### config.mk
export PLATFORM = sky130hd
export DESIGN_NAME = run_monitor_flat
export DESIGN_NICKNAME = d
export VERILOG_FILES = /design/src/rtl/run_mon_pkg.sv /design/src/rtl/run_monitor_if.sv /design/src/rtl/run_monitor_sat_counter.sv /design/src/rtl/run_monitor.sv /design/src/flat_wrapper.sv
export SDC_FILE = /design/constraint.sdc
export NUM_CORES = 1
export LEC_CHECK = 0
export ABC_CLOCK_PERIOD_IN_PS = 11300
export CORE_ASPECT_RATIO = 1.2
export CORE_UTILIZATION = 40
export DETAILED_ROUTE_END_ITERATION = 8
export HOLD_SLACK_MARGIN = 0.05
export PLACE_DENSITY = 0.7
export SLEW_MARGIN = 15
export SYNTH_ARGS = -nofsm -noshare
export SYNTH_HDL_FRONTEND = slang
export SYNTH_SLANG_ARGS = --single-unit
### constraint.sdc
create_clock -name i_Clk -period 11.3 [get_ports i_Clk]
set_clock_uncertainty 0.15 [all_clocks]
set_input_delay 2.26 -clock i_Clk [delete_from_list [all_inputs] [get_ports i_Clk]]
set_output_delay 2.26 -clock i_Clk [all_outputs]
set_load 0.05 [all_outputs]
### src/rtl/run_mon_pkg.sv
// Shared types and constants for the run monitor.
// The optional stall counter is enabled with RUN_MON_STALL_EN.
package run_mon_pkg;

    typedef enum logic [1:0] {
        HOLD = 2'd0,
        RUN  = 2'd1,
        DONE = 2'd2
    } t_RunState;

    localparam logic [31:0] TOHOST_ADDR_DEFAULT = 32'h0000_1000;

    // Result codes used when printing the outcome of a run
    localparam int unsigned RES_PASS    = 0;
    localparam int unsigned RES_FAIL    = 1;
    localparam int unsigned RES_TIMEOUT = 2;

    function automatic int unsigned result_code(input logic pass, input logic timeout);
        if (timeout)   return RES_TIMEOUT;
        else if (pass) return RES_PASS;
        else           return RES_FAIL;
    endfunction

endpackage

### src/rtl/run_monitor_if.sv
// Memory-tap, retire and result signals between the run monitor and its environment.
// i_Stall / o_StallCount exist only when RUN_MON_STALL_EN is defined.
interface run_monitor_if #(
    parameter int unsigned DATA_WIDTH = 32,
    parameter int unsigned ADDR_WIDTH = 32,
    parameter int unsigned CNT_WIDTH  = 32
);
    logic                  i_MemWrite;
    logic [ADDR_WIDTH-1:0] i_MemAddr;
    logic [DATA_WIDTH-1:0] i_MemWData;
    logic                  i_Retire;
    logic                  o_CoreReset;
    logic                  o_Done;
    logic                  o_Pass;
    logic                  o_Timeout;
    logic [DATA_WIDTH-2:0] o_ExitCode;
    logic [CNT_WIDTH-1:0]  o_CycleCount;
    logic [CNT_WIDTH-1:0]  o_RetireCount;
`ifdef RUN_MON_STALL_EN
    logic                  i_Stall;
    logic [CNT_WIDTH-1:0]  o_StallCount;
`endif

    modport master (
        output i_MemWrite, i_MemAddr, i_MemWData, i_Retire,
`ifdef RUN_MON_STALL_EN
        output i_Stall,
        input  o_StallCount,
`endif
        input  o_CoreReset, o_Done, o_Pass, o_Timeout, o_ExitCode,
        input  o_CycleCount, o_RetireCount
    );

    modport slave (
        input  i_MemWrite, i_MemAddr, i_MemWData, i_Retire,
`ifdef RUN_MON_STALL_EN
        input  i_Stall,
        output o_StallCount,
`endif
        output o_CoreReset, o_Done, o_Pass, o_Timeout, o_ExitCode,
        output o_CycleCount, o_RetireCount
    );
endinterface

### src/rtl/run_monitor_sat_counter.sv
// Up-counter that sticks at all-ones, with enable and synchronous clear.
module sat_counter #(
    parameter int unsigned WIDTH = 32
) (
    input  logic             clk,
    input  logic             rst,
    input  logic             clr,
    input  logic             en,
    output logic [WIDTH-1:0] count
);
    always_ff @(posedge clk or posedge rst) begin
        if (rst)                        count <= '0;
        else if (clr)                   count <= '0;
        else if (en && (count != '1))   count <= count + WIDTH'(1);
    end
endmodule

### src/rtl/run_monitor.sv
// Run-control and completion monitor: holds the core in reset, counts the run,
// and latches pass/fail/timeout. Optional stall counter under RUN_MON_STALL_EN.
module run_monitor
    import run_mon_pkg::*;
#(
    parameter int unsigned DATA_WIDTH = 32,
    parameter int unsigned ADDR_WIDTH = 32,
    parameter int unsigned CNT_WIDTH  = 32,
    parameter int unsigned MAX_CYCLES = 100,
    parameter int unsigned RESET_HOLD = 2,
    parameter logic [ADDR_WIDTH-1:0] TOHOST_ADDR = ADDR_WIDTH'(TOHOST_ADDR_DEFAULT)
) (
    input  logic         i_Clk,
    input  logic         i_Reset,
    run_monitor_if.slave bus
);
    localparam int unsigned HOLD_N    = (RESET_HOLD == 0) ? 1 : RESET_HOLD;
    localparam int unsigned HOLD_W    = (HOLD_N > 1) ? $clog2(HOLD_N) : 1;
    localparam int unsigned LIM_W     = (MAX_CYCLES > 1) ? $clog2(MAX_CYCLES) : 1;
    localparam logic [HOLD_W-1:0] HOLD_LAST = HOLD_W'(HOLD_N - 1);
    localparam logic [LIM_W-1:0]  LIM_LAST  = LIM_W'(MAX_CYCLES - 1);

    t_RunState             state;
    logic [HOLD_W-1:0]     hold_cnt;
    logic [LIM_W-1:0]      lim_cnt;
    logic                  core_reset;
    logic                  done;
    logic                  pass;
    logic                  timeout;
    logic [DATA_WIDTH-2:0] exit_code;
    logic                  complete;
    logic                  in_run;
    logic                  in_hold;

    assign in_run   = (state == RUN);
    assign in_hold  = (state == HOLD);
    assign complete = bus.i_MemWrite && (bus.i_MemAddr == TOHOST_ADDR) && bus.i_MemWData[0];

    // lim_cnt is a private run-cycle count so the timeout is exact even when
    // the visible cycle counter is narrower than MAX_CYCLES and saturates.
    always_ff @(posedge i_Clk or posedge i_Reset) begin
        if (i_Reset) begin
            state      <= HOLD;
            core_reset <= 1'b1;
            done       <= 1'b0;
            pass       <= 1'b0;
            timeout    <= 1'b0;
            exit_code  <= '0;
            hold_cnt   <= '0;
            lim_cnt    <= '0;
        end else begin
            case (state)
                HOLD: begin
                    if (hold_cnt == HOLD_LAST) begin
                        state      <= RUN;
                        core_reset <= 1'b0;
                    end else begin
                        hold_cnt <= hold_cnt + HOLD_W'(1);
                    end
                end
                RUN: begin
                    lim_cnt <= lim_cnt + LIM_W'(1);
                    if (complete) begin
                        state      <= DONE;
                        core_reset <= 1'b1;
                        done       <= 1'b1;
                        exit_code  <= bus.i_MemWData[DATA_WIDTH-1:1];
                        pass       <= (bus.i_MemWData[DATA_WIDTH-1:1] == '0);
                    end else if (lim_cnt == LIM_LAST) begin
                        state      <= DONE;
                        core_reset <= 1'b1;
                        done       <= 1'b1;
                        timeout    <= 1'b1;
                    end
                end
                DONE: begin
                    state <= DONE;
                end
                default: begin
                    state <= HOLD;
                end
            endcase
        end
    end

    sat_counter #(.WIDTH(CNT_WIDTH)) u_cycle_cnt (
        .clk   (i_Clk),
        .rst   (i_Reset),
        .clr   (in_hold),
        .en    (in_run),
        .count (bus.o_CycleCount)
    );

    sat_counter #(.WIDTH(CNT_WIDTH)) u_retire_cnt (
        .clk   (i_Clk),
        .rst   (i_Reset),
        .clr   (in_hold),
        .en    (in_run && bus.i_Retire),
        .count (bus.o_RetireCount)
    );

`ifdef RUN_MON_STALL_EN
    sat_counter #(.WIDTH(CNT_WIDTH)) u_stall_cnt (
        .clk   (i_Clk),
        .rst   (i_Reset),
        .clr   (in_hold),
        .en    (in_run && bus.i_Stall),
        .count (bus.o_StallCount)
    );
`endif

    assign bus.o_CoreReset = core_reset;
    assign bus.o_Done      = done;
    assign bus.o_Pass      = pass;
    assign bus.o_Timeout   = timeout;
    assign bus.o_ExitCode  = exit_code;
endmodule

### src/flat_wrapper.sv
// flat-port wrapper written by rule: the top's interface ports become plain ports
module run_monitor_flat import run_mon_pkg::*;
#(
    parameter int unsigned DATA_WIDTH = 32,
    parameter int unsigned ADDR_WIDTH = 32,
    parameter int unsigned CNT_WIDTH  = 32,
    parameter int unsigned MAX_CYCLES = 100,
    parameter int unsigned RESET_HOLD = 2,
    parameter logic [ADDR_WIDTH-1:0] TOHOST_ADDR = ADDR_WIDTH'(TOHOST_ADDR_DEFAULT)
)
  (i_Clk, i_Reset, bus_i_MemWrite, bus_i_MemAddr, bus_i_MemWData, bus_i_Retire, bus_o_CoreReset, bus_o_Done, bus_o_Pass, bus_o_Timeout, bus_o_ExitCode, bus_o_CycleCount, bus_o_RetireCount);
  run_monitor_if #(.DATA_WIDTH(DATA_WIDTH), .ADDR_WIDTH(ADDR_WIDTH), .CNT_WIDTH(CNT_WIDTH)) bus_i ();
  input  logic i_Clk;
  input  logic i_Reset;
  input wire logic [$bits(bus_i.i_MemWrite)-1:0] bus_i_MemWrite;
  input wire logic [$bits(bus_i.i_MemAddr)-1:0] bus_i_MemAddr;
  input wire logic [$bits(bus_i.i_MemWData)-1:0] bus_i_MemWData;
  input wire logic [$bits(bus_i.i_Retire)-1:0] bus_i_Retire;
  output wire logic [$bits(bus_i.o_CoreReset)-1:0] bus_o_CoreReset;
  output wire logic [$bits(bus_i.o_Done)-1:0] bus_o_Done;
  output wire logic [$bits(bus_i.o_Pass)-1:0] bus_o_Pass;
  output wire logic [$bits(bus_i.o_Timeout)-1:0] bus_o_Timeout;
  output wire logic [$bits(bus_i.o_ExitCode)-1:0] bus_o_ExitCode;
  output wire logic [$bits(bus_i.o_CycleCount)-1:0] bus_o_CycleCount;
  output wire logic [$bits(bus_i.o_RetireCount)-1:0] bus_o_RetireCount;
  assign bus_i.i_MemWrite = bus_i_MemWrite;
  assign bus_i.i_MemAddr = bus_i_MemAddr;
  assign bus_i.i_MemWData = bus_i_MemWData;
  assign bus_i.i_Retire = bus_i_Retire;
  assign bus_o_CoreReset = bus_i.o_CoreReset;
  assign bus_o_Done = bus_i.o_Done;
  assign bus_o_Pass = bus_i.o_Pass;
  assign bus_o_Timeout = bus_i.o_Timeout;
  assign bus_o_ExitCode = bus_i.o_ExitCode;
  assign bus_o_CycleCount = bus_i.o_CycleCount;
  assign bus_o_RetireCount = bus_i.o_RetireCount;
  run_monitor #(.DATA_WIDTH(DATA_WIDTH), .ADDR_WIDTH(ADDR_WIDTH), .CNT_WIDTH(CNT_WIDTH), .MAX_CYCLES(MAX_CYCLES), .RESET_HOLD(RESET_HOLD), .TOHOST_ADDR(TOHOST_ADDR)) u_core (.i_Clk(i_Clk), .i_Reset(i_Reset), .bus(bus_i));
endmodule
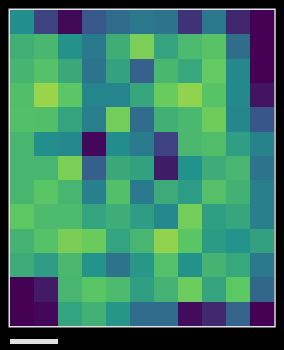
cell_density.png
Bar = 20 um. 11 x 13 tiles, from dark purple (low) to yellow (high), 0 to 100% covered.
emptiest ninth of the die: top right
mean over tiles: 52%
fullest tile: 84%

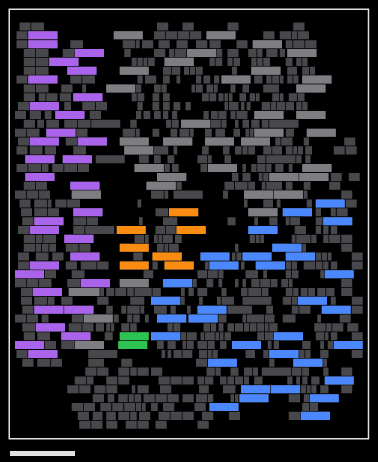
flops_by_reg.png
Bar = 20 um.
| name in the netlist | color | placed flops |
|---|---|---|
| `u_core.u_retire_cnt.count` | blue | 32 |
| `u_core.lim_cnt` | orange | 7 |
| `u_core.bus.o_ExitCode` | purple | 31 |
| `u_core.state` | green | 2 |
sequential power: 434 uW
final core occ: 57.3%

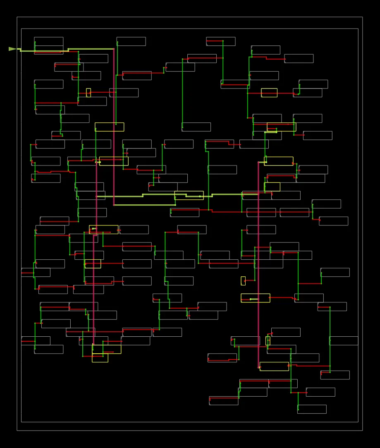
clocks.png
Num CTS Buffers: 9
Clk. pwr: 312 uW
total clock sinks: 109
sequential cells: 109
Worst-Skew Late Latency: 0.35 ns

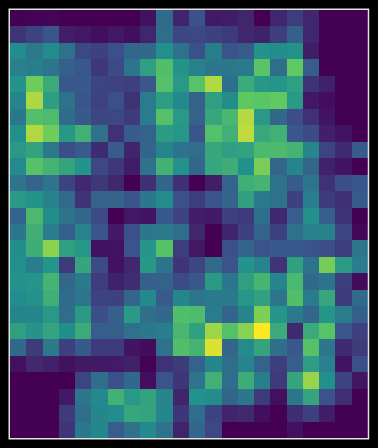
metal_density.png
22 x 26 tiles, from dark purple (low) to yellow (high), scaled to the fullest tile. Values are wire area over tile area, all layers added.
fullest tile: 0.50
mean over tiles: 0.16
tiles over half the peak: 23%

==> deck_impl_summary.md <==
Implementation Results

Global route
  – Vias in the first global route: approximately 5.0k
  – Global-route wire length before repair: ~24000 um
  – M3 GR Usage: 5.80%
  – Total track usage: 21.0%

STA
  – WHS: between 0.3 and 0.4 ns
  – Slew HR: 39.2%
  – Setup TNS: 0 ns

Place
  – DP Cell Count: 872
  – Post-Place Worst Slack: 6.71 ns
  – Gpl congestion: 0.809

Yosys
  – MUX area fraction: roughly 8.4%
  – Flops & latches, synth: around 110
  – Adder share: ~1.1%
  – Basic Gates by Area: between 20% and 30%
  – Synth Net Count: roughly 630
  – Synth top cell by count: dfrtp_1
  – XOR Share, Synth: just over 2%
  – Netlist cell types: ~57
  – Top cells by count, synth: 108 x dfrtp_1, 42 x a21oi_1, 40 x mux2_2, 40 x nand2_1, 33 x nor2_1

Layout
  – Clock-cell share: between 3 and 4%
  – Logic area: approximately 2700 sq um
  – Layout cell share with drive strength beyond 1: around 11%
  – Bufs w/o clock: roughly 170
  – Comb area share: between 30% and 40%
  – Flop area: between 2000 and 3000 sq um

Route
  – Met2 Wirelength: a little over 7000 um
  – Initial DRC count: 309
  – Wire length on met1: roughly 6200 um

Outcome
  – Outcome: completed

Clocking
  – TritonCTS clock tree: yes

Worst setup path
  – Cell family with most CP delay: simple AND/OR/NAND/NOR gates
  – Worst reg-to-reg setup slack: 8.14 ns

Die
  – Core box area: between 10000 and 15000 sq um
  – Die Area: approximately 14000 sq um

Worst hold path
  – HP Start: u_core.bus.o_Done$_DFFE_PP0P_
  – Hold path cells: 1

Power
  – Combinational power: ~150 uW
  – Pwr dens: around 120 nW/um^2
Power figures rest on the tool's default switching activity, not on a simulated workload.
